[src/rtl/ddr_rd_burst_master.sv]
// ddr_rd_burst_master: AXI4 read master issuing fixed-length INCR bursts and
// collecting beat/cycle counts, an XOR checksum and a sticky error flag.
module ddr_rd_burst_master #(
  parameter int DATA_W    = 64,
  parameter int BURST_LEN = 8,
  parameter int MAX_OUTST = 4,
  parameter int ID_W      = 1
) (
  input  logic              clk,
  input  logic              rstn,
  input  logic              RSTART_REG,
  input  logic [31:0]       RADDR_REG,
  input  logic [31:0]       RNBURST_REG,
  output logic              RIDLE_REG,
  output logic [31:0]       m_axi_araddr,
  output logic [7:0]        m_axi_arlen,
  output logic [2:0]        m_axi_arsize,
  output logic [1:0]        m_axi_arburst,
  output logic [ID_W-1:0]   m_axi_arid,
  output logic              m_axi_arvalid,
  input  logic              m_axi_arready,
  input  logic [DATA_W-1:0] m_axi_rdata,
  input  logic [1:0]        m_axi_rresp,
  input  logic              m_axi_rlast,
  input  logic              m_axi_rvalid,
  output logic              m_axi_rready,
  output logic [31:0]       stat_beats,
  output logic [31:0]       stat_cycles,
  output logic [DATA_W-1:0] stat_csum,
  output logic              stat_err
);
  localparam int BYTES = DATA_W / 8;
  localparam int ALIGN = $clog2(BURST_LEN * BYTES);
  localparam logic [31:0] STEP = 32'(BURST_LEN * BYTES);
  localparam logic [31:0] MASK = ~((32'd1 << ALIGN) - 32'd1);
  localparam int OW = $clog2(MAX_OUTST + 1);
  localparam logic [1:0] IDLE = 2'd0, RUN = 2'd1, DRAIN = 2'd2;
  logic [1:0] rsync, state;
  logic [31:0] addr;
  logic [15:0] remaining;
  logic [OW-1:0] outstanding;
  logic [8:0] beat_idx;
  logic rst_int_n, start, ar_hs, r_hs, dec, beat_err, unused_hi;
  // Reset asserts asynchronously but is released in step with clk.
  always_ff @(posedge clk or negedge rstn)
    if (!rstn) rsync <= 2'b00;
    else rsync <= {rsync[0], 1'b1};
  assign rst_int_n = rsync[1];
  assign unused_hi = ^RNBURST_REG[31:16];
  assign start = state == IDLE && RSTART_REG && RNBURST_REG[15:0] != 16'd0;
  assign m_axi_arvalid = state == RUN && remaining != 16'd0 && outstanding < OW'(MAX_OUTST);
  assign m_axi_rready = state != IDLE;
  assign ar_hs = m_axi_arvalid & m_axi_arready;
  assign r_hs = m_axi_rvalid & m_axi_rready;
  assign dec = r_hs && m_axi_rlast && outstanding != '0;
  assign beat_err = m_axi_rresp != 2'b00 || m_axi_rlast != (beat_idx == 9'(BURST_LEN - 1)) || outstanding == '0;
  assign RIDLE_REG = state == IDLE;
  assign m_axi_araddr = addr;
  assign m_axi_arlen = 8'(BURST_LEN - 1);
  assign m_axi_arsize = 3'($clog2(BYTES));
  assign m_axi_arburst = 2'b01;
  assign m_axi_arid = '0;
  always_ff @(posedge clk or negedge rst_int_n)
    if (!rst_int_n) begin
      state <= IDLE;
      addr <= '0;
      remaining <= '0;
      outstanding <= '0;
      beat_idx <= '0;
      stat_beats <= '0;
      stat_cycles <= '0;
      stat_csum <= '0;
      stat_err <= 1'b0;
    end else if (start) begin
      state <= RUN;
      addr <= RADDR_REG & MASK;
      remaining <= RNBURST_REG[15:0];
      outstanding <= '0;
      beat_idx <= '0;
      stat_beats <= '0;
      stat_cycles <= '0;
      stat_csum <= '0;
      stat_err <= 1'b0;
    end else if (state != IDLE) begin
      stat_cycles <= stat_cycles + 32'd1;
      outstanding <= outstanding + OW'(ar_hs) - OW'(dec);
      if (ar_hs) begin
        addr <= addr + STEP;
        remaining <= remaining - 16'd1;
      end
      if (r_hs) begin
        stat_beats <= stat_beats + 32'd1;
        stat_csum <= stat_csum ^ m_axi_rdata;
        beat_idx <= m_axi_rlast ? 9'd0 : beat_idx + 9'd1;
        if (beat_err) stat_err <= 1'b1;
      end
      if (state == RUN && ar_hs && remaining == 16'd1) state <= DRAIN;
      else if (state == DRAIN && dec && outstanding == OW'(1)) state <= IDLE;
    end
endmodule

[config.mk]
export PLATFORM = sky130hd
export DESIGN_NAME = ddr_rd_burst_master
export DESIGN_NICKNAME = d
export VERILOG_FILES = /design/src/rtl/ddr_rd_burst_master.sv
export SDC_FILE = /design/constraint.sdc
export NUM_CORES = 1
export LEC_CHECK = 0
export CAP_MARGIN = 10
export CELL_PAD_IN_SITES_DETAIL_PLACEMENT = 2
export CELL_PAD_IN_SITES_GLOBAL_PLACEMENT = 2
export CORE_MARGIN = 2
export CORE_UTILIZATION = 27
export CTS_CLUSTER_DIAMETER = 200
export DETAILED_ROUTE_END_ITERATION = 10
export PLACE_DENSITY_LB_ADDON = 0.1
export SETUP_SLACK_MARGIN = 0.02
export SLEW_MARGIN = 25
export SYNTH_ARGS = -nofsm -noshare
export SYNTH_HDL_FRONTEND = slang
export SYNTH_SLANG_ARGS = --single-unit
[constraint.sdc]
create_clock -name clk -period 6.2 [get_ports clk]
set_input_delay 1.24 -clock clk [delete_from_list [all_inputs] [get_ports clk]]
set_output_delay 1.24 -clock clk [all_outputs]
set_load 0.1 [all_outputs]
==> results_slide.txt, run 1 <==
Physical Implementation Snapshot

Pwr
  • Leak: between 5 and 6 nW
  • Clk network pwr share: between 15 and 20%
  • Net Sw Power: 0.00414 W
  • Clk power: around 0.0013 W
  • Part of the power in registers: 27.0%
  • Sw frac: a little under three fifths
  • Comb pwr: between 0.004 and 0.005 W
  • Internal Dissipation: 0.00332 W
  • Top power group: combinational cells
  • Seq pwr: 0.00202 W
  • Gate power share: a little under three fifths

Synth
  • Mux frac, synth: under 10%
  • Chip Area, Yosys: 9630 µm²
  • Main synth FF type: dfrtp_1
  • Area leader, netlist: dfrtp_1
  • Synthesized instance count: approximately 1,000
  • Syn_area_per_cell: 9.24 µm²
  • YS warnings: 0
  • Cell total in the yosys stat output: ~1,000
  • Dominant combinational family: simple AND/OR/NAND/NOR gates
  • Synth async-reset ratio: 100%
  • Number of enable flip-flop cells: 0
  • Seq cells post-synth: approximately 190
  • Post-synthesis simple-gate area fraction: 24.3%
  • Top cells by area: dfrtp_1 49%, xor2_1 9.0%, nor2_1 5.7%, nand2_1 5.3%, xnor2_1 3.1%
  • Ao+oa area frac: under 10%

Worst setup path
  • Worst setup EP type: primary output
  • Crit-path max cell delay: just over 1 ns
  • Worst-path maximum fanout: 19
  • Family with the most delay on the worst path: simple AND/OR/NAND/NOR gates
  • WP data required: about 5.0 ns
  • Slowest CP cell: clkdlybuf4s50_1

Layout
  • Layout Nets: around 1,400
  • Most frequent logic cell in the layout: clkdlybuf4s50_1
  • Area grow syn2layout: 38.8%

Final timing
  • Fmax: around 0.22 GHz
  • Clock period minus worst slack: roughly 4.6 ns
  • Worst-Margin Slew: 1.10 ns
  • Max Slew Vio Count: 0
  • Unrepaired setup endpoints after global routing: false
  • Endpoints failing setup: 0
  • WHS: 0.354 ns

Global routing
  • GRT overflow: 0
  • Initial antenna violation count: 1
  • Vias in the first global route: 9,085

Status
  • Outcome: finished clean

Route
  • Via density per instance: around 4.8
  • Detail Route Antenna Nets: 0
  • Initial DRC count: 259
  • First drt pass iteration count: 4

Placed design
  • Routability Congestion: around 0.7
  • Area after DPL: roughly 13,000 µm²
  • Pre-CTS WS: between 1.5 and 2 ns
  • I/O Buffers: 271

CTS
  • Number of clock sinks: about 190
  • CTS root buffer: clkbuf_16
  • CTS Buffer Depth: 2
  • Clk ins delay skew pair: approximately 0.45 ns
  • PostCTS Resize Cnt: 0

Hold path
  • Tightest Hold Check Type: register to register

Die
  • Die Y: 193 µm
==> run 1: synthesized netlist by cell type, types with 3 or more instances <==
library cell	n
or3_1	12
and4_1	10
a21oi_1	34
mux2i_1	10
or4_1	7
o211ai_1	8
a2bb2oi_1	5
nand2_1	137
o21ai_0	31
o22ai_1	5
o32ai_1	3
nor4b_1	3
xnor2_1	34
inv_1	23
nand3_1	37
o221a_2	5
and2_1	11
nor3_1	25
clkbuf_1	44
buf_4	20
dfrtp_1	187
nor4_1	24
a221o_1	3
buf_2	10
xor2_1	99
a31oi_1	5
nor2_1	145
nand4_1	37
o31ai_1	4
and3_1	15
or2_2	7
nor3b_1	3
ha_1	9
==> run 1: area by class of cell <==
class,count,area [µm²]
fill,3871,21900
sequential,187,4680
multi-input combinational,776,4580
timing repair buffer,279,2790
tap,461,577
clock buffer,22,464
clock inverter,10,188
inverter,23,86.3
antenna,1,2.50
==> run 1: final timing paths <==
path | end | start | slack, ns | depth (start not counted)
min reg2reg | rsync[1] | rsync[0] | 0.35 | 0
max | m_axi_arvalid | remaining[12] | 1.61 | 4
max reg2reg | outstanding[2] | remaining[12] | 2.31 | 12
max in group asynchronous | stat_beats[25] | rsync[1] | 4.54 | 1
min | rsync[1] | rsync[0] | 0.35 | 0
min in group asynchronous | stat_csum[38] | rsync[1] | 0.38 | 0
==> run 1: metal layers <==
layer  part of all wire (%)  GRT usage (%)
met1                     45           23.6
met2                     50           29.6
met3                    3.8           3.51
met4                    1.7           4.90
met5                      0              0
==> run 1: flip-flops by register name (all words and copies together) (netlist names) <==
| register | flops |
|---|---|
| stat_err | 1 |
| stat_beats | 32 |
| stat_cycles | 32 |
| rsync | 2 |
| m_axi_araddr | 26 |
| stat_csum | 64 |
| beat_idx | 9 |
| state | 2 |
| outstanding | 3 |
| remaining | 16 |
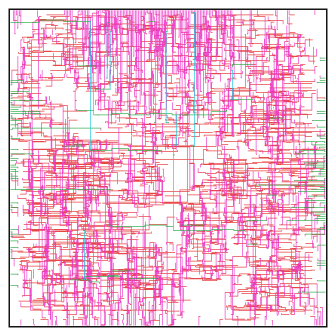
run_1/metal_stack.png
Key: met1 = red [wire length 14,600 µm]; met3 = green [wire length 1,230 µm]; met4 = cyan [wire length 545 µm]; met2 = magenta [wire length 16,200 µm]
overall global routing resource usage: 17.8%
vias post-DR: 8,520
Wirelength per Cell: 18.5 µm
WL final: 32,600 µm

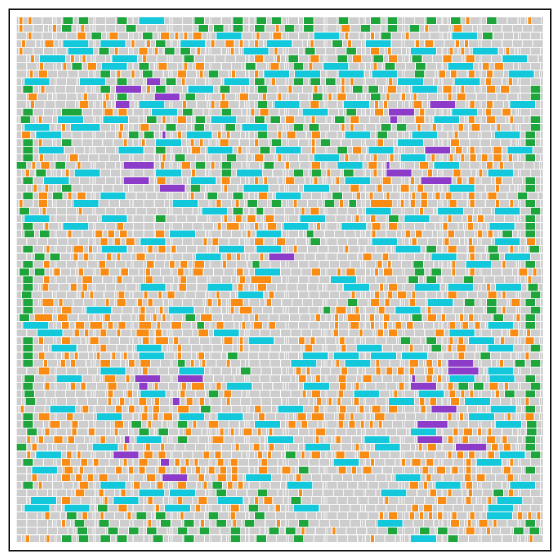
run_1/cell_classes.png
Fill, decap, tap and diode cells in gray.
Key: flops = cyan [cells 187, share of their area 37%]; other buffers and delay cells = green [cells 279, share of their area 22%]; all other logic = orange [cells 799, share of their area 36%]; clock drivers and dummy loads = purple [cells 32, share of their area 5.1%]
design area: 13,400 µm²
Core Rows: 69

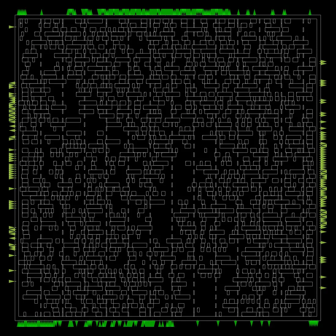
run_1/final_placement.png
fin util: 37.8%
non-filler instance count after layout: 1,759
flip-flops: 187
core area: 35,300 µm²
fillers: 3,871

run_1/pins.png
Pins as bars across the die edge, other pins in gray.
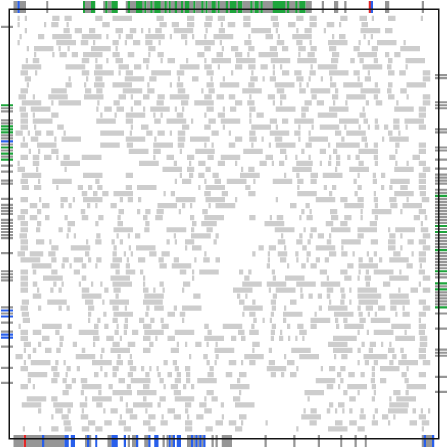

==> run 2: changes to the inputs <==
Settings changed: CORE_UTILIZATION 27 to 25.
Clock period 6.2 ns to 4.16 ns, I/O delays scaled along.
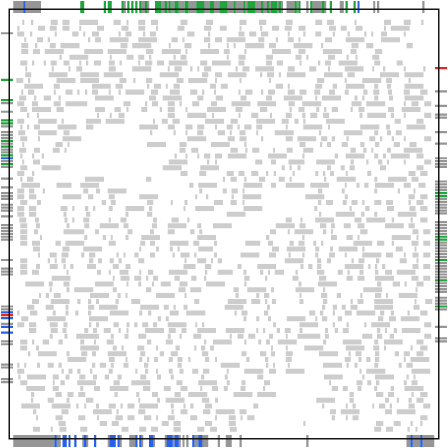
run_2/pins.png
Pins as bars across the die edge, other pins in gray.
Key: `m_axi_arburst` = red [pins 2, direction output, edge 1 right, 1 left]; `m_axi_araddr` = blue [pins 32, direction output, edge 25 bottom, 5 left, 2 top]; `stat_csum` = green [pins 64, direction output, edge 49 top, 8 left, 7 right]
I/O Buffers: 271
die width: 200 µm

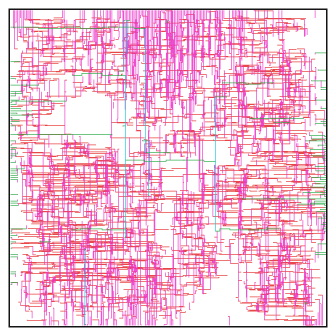
run_2/metal_stack.png
overall global routing resource usage: 16.8%
vias post-DR: 8,523
WL final: 33,200 µm

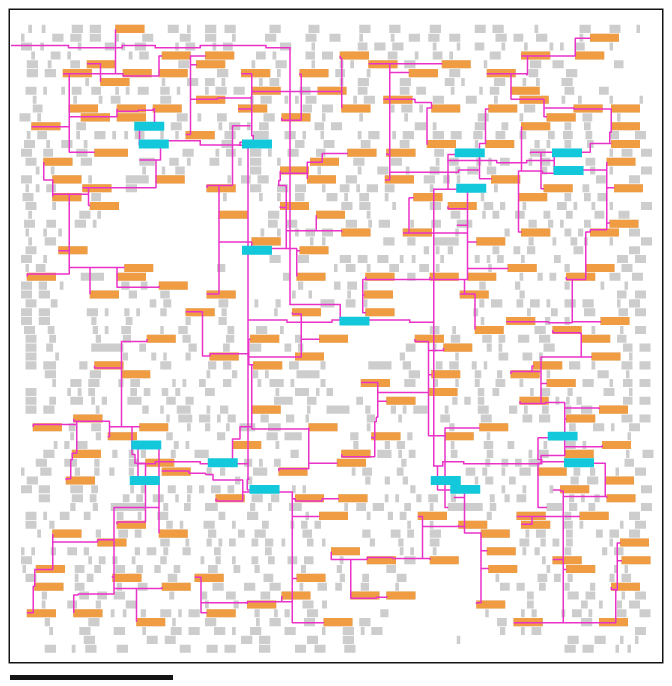
run_2/clock_map.png
Bar = 50 µm.
Key: clock wires = magenta [length 3,140 µm]; flip-flops = orange [count 187]; cells driving clock nets = cyan [count 17]
Position of the flops: all over the die.
clk_skew: 0.00723 ns
Clk power: 0.00172 W
clk ins delay skew pair: 0.44 ns

==> run 2 against run 1 <==
  * Clock power increased by 38%
  * Synthesized area stayed put
  * Design area is 0.98% higher
  * Via count about the same
  * Global-route usage fell by 1.0 points
  * Largest cell class unchanged
==> results_slide.txt, run 2 <==
Physical Implementation Snapshot

Status
  • Outcome: finished clean

CTS
  • CTS root buffer: clkbuf_16
  • H-tree Lvls: 4
  • CTS buffer count: 17
  • CTS hold repair buffers: 0
  • Number of clock sinks: 187
  • CTS Buffer Depth: 2
  • CTS clk-pin slew, worst paths: 0.07 ns
  • PostCTS Resize Cnt: 0
  • Postcts setup bufs: 0
  • CTS tree: yes

Pwr
  • Overall power: approximately 0.011 W
  • Pwr/cell area: around 810 nW/µm²
  • Worst VDD drop: between 0.4 and 0.5 mV
  • Leak: approximately 5.5 nW

Route
  • DRC: 0
  • First drt pass iteration count: 4
  • Top Layer Used: met4
  • Detail Route Antenna Nets: 0
  • Initial DRC count: between 200 and 300
  • Via density per instance: roughly 4.7
  • DRT met1 WL: between 10,000 and 15,000 µm
  • Wirelength per Cell: 18.3 µm
  • Met3 wire length: slightly above 1000 µm
  • Met2 wire len: 16,800 µm

Hold path
  • WHS Endpoint: rsync[1]
  • Hold Crit Start: rsync[0]
  • Hold Path Depth: 0
  • Tightest Hold Check Type: register to register

Placed design
  • Pre-CTS WS: ~0.65 ns
  • Routability Congestion: just over 0.7
  • Post-detail-place hpwl: 23,700 µm

Layout
  • Ant diodes: 0
  • Fin util: 35.7%
  • Area grow syn2layout: 40.1%
  • Most flops, register: stat_csum
  • Largest registers: stat_csum (64), stat_beats (32), stat_cycles (32)
  • Top cells excl fill/tap: 268 x clkdlybuf4s50_1, 186 x dfrtp_1, 145 x nor2_1
  • Most frequent logic cell in the layout: clkdlybuf4s50_1
  • Layout cells sized above 1: 5.44%
  • Largest register FFs: roughly 64
  • Layout Nets: about 1,400

Synth
  • Area leader share: between 40% and 50%
  • Syn_area_per_cell: between 9 and 10 µm²
  • Area leader, netlist: dfrtp_1
  • Most frequent cell after synthesis: dfrtp_1
  • Cell total in the yosys stat output: between 1,000 and 1,500
  • Number of enable flip-flop cells: 0
  • Distinct lib cells used: ~56
  • Seq share, synth: between 40% and 50%
  • Synthesized instance count: around 1,000
  • Mapped Area: slightly below 10,000 µm²
  • YS warnings: 0
  • Synth top cells by count: 187 x dfrtp_1, 145 x nor2_1, 137 x nand2_1, 99 x xor2_1, 44 x clkbuf_1
  • Main synth FF type: dfrtp_1
  • Synth async-reset ratio: 100%
  • Chip Area, Yosys: 9630 µm²
  • Top cells by area: dfrtp_1 49%, xor2_1 9.0%, nor2_1 5.7%, nand2_1 5.3%, xnor2_1 3.1%
  • Seq cells post-synth: ~190

Global routing
  • Pin count of the biggest net entering global routing: between 70 and 80
  • First-pass GRT wire length: ~54,000 µm
  • GRT overflow: 0
  • Vias in the first global route: between 9,000 and 10,000
  • Initial antenna violation count: 0

Final timing
  • Unrepaired setup endpoints after global routing: false
  • Cycle use final: 80.6%
  • Max_slew headroom: slightly below 30%
  • Clock period minus worst slack: ~3.4 ns
  • Worst-Margin Slew: 1.06 ns
  • Fin. Hold Viols: 0
  • Setup ws final: roughly 0.8 ns
  • Post-Route Setup TNS: 0 ns
  • Fmax: just under 0.3 GHz
  • Endpoints failing setup: 0
  • Max Slew Vio Count: 0

Die
  • I/O pin count: about 310
  • Core area: between 30,000 and 40,000 µm²
  • FP Util: between 20% and 30%
  • Core Rows: around 70
  • Die area: around 40,000 µm²

Worst setup path
  • Reg2Reg Depth: 12
  • CP most frequent cell: inv_1
  • WP data required: approximately 4.5 ns
  • Critical path type: register to register
  • Worst setup EP type: register
  • R2r startpoint: remaining[10]
  • FF-to-FF End: outstanding[2]
  • Crit-path max cell delay: 0.57 ns
  • Buf+Inv Stages, Crit Path: 3
  • Slowest CP cell: nor4_1
  • Setup crit start kind: register
  • Worst-path maximum fanout: 16
  • Family with the most delay on the worst path: simple AND/OR/NAND/NOR gates
  • Worst reg2reg setup slack: roughly 0.81 ns
  • Arr. time, crit path: approximately 3.7 ns
  • Cell Chain, Critical Path: nor4_1, and4_1, nor2_1, inv_1, ha_1, inv_1, ha_1, inv_1, fa_1, xor2_1, nand2b_1, a31oi_1

Run
  • Max-cap violations: 0
  • Tool warnings: ~50
[run 2: worst max path at each step]
stage,from,slack (ns),end,cells after the start
finish,remaining[10],0.81,outstanding[2],12
floorplan,remaining[0],0.34,m_axi_arvalid,7
CTS,remaining[10],0.77,outstanding[2],12
global placement,m_axi_arready,0.71,outstanding[2],12
detailed placement,m_axi_arready,0.65,outstanding[2],12
global route,remaining[10],0.60,outstanding[2],12
[run 2: power by group]
group          internal [W]  switching, W  total (W)
Sequential          0.00240      0.000616    0.00301
Clock              0.000979      0.000746    0.00172
Combinational       0.00146       0.00479    0.00626
Total               0.00484       0.00615     0.0110
[run 2: cells by family (layout without fill, tap and decap cells)]
logic type	after synthesis	in the layout	synth area share, %
DFF	187	187	48.6
other	2	21	0.0780
xor gates and xnor gates	133	133	12.1
muxes	10	10	1.04
AOI/OAI and AO/OA	116	116	7.68
buffers and inverters	98	343	4.81
adders and majority gates	10	10	1.38
and+or+nand+nor	486	486	24.3
[run 2: stage by stage]
step           cells  hold WS, ns  cell area [µm²]
6_report        1817        0.366            13500
5_1_grt         1817        0.390            13500
4_1_cts         1817        0.377            13500
3_5_place_dp    1785        0.355            12900
2_1_floorplan   1061        0.331             9710
3_3_place_gp    1784        0.338            12900
[run 2: layout make-up]
cell class	count	area [µm²]
Clock buffer	25	515
Multi-Input combinational cell	776	4580
Clock inverter	7	85.1
Fill cell	4219	24300
Sequential cell	187	4680
Tap cell	511	639
Inverter	23	86.3
Timing Repair Buffer	288	2900
[run 2: per-layer routing]
layer,GRT usage [%],vias to the layer above
met1,22.0,4343
met5,0,-
met4,4.26,0
li1,-,4019
met2,28.8,143
met3,2.80,18
No activity file was given, so power comes from the tool's default toggle rates.
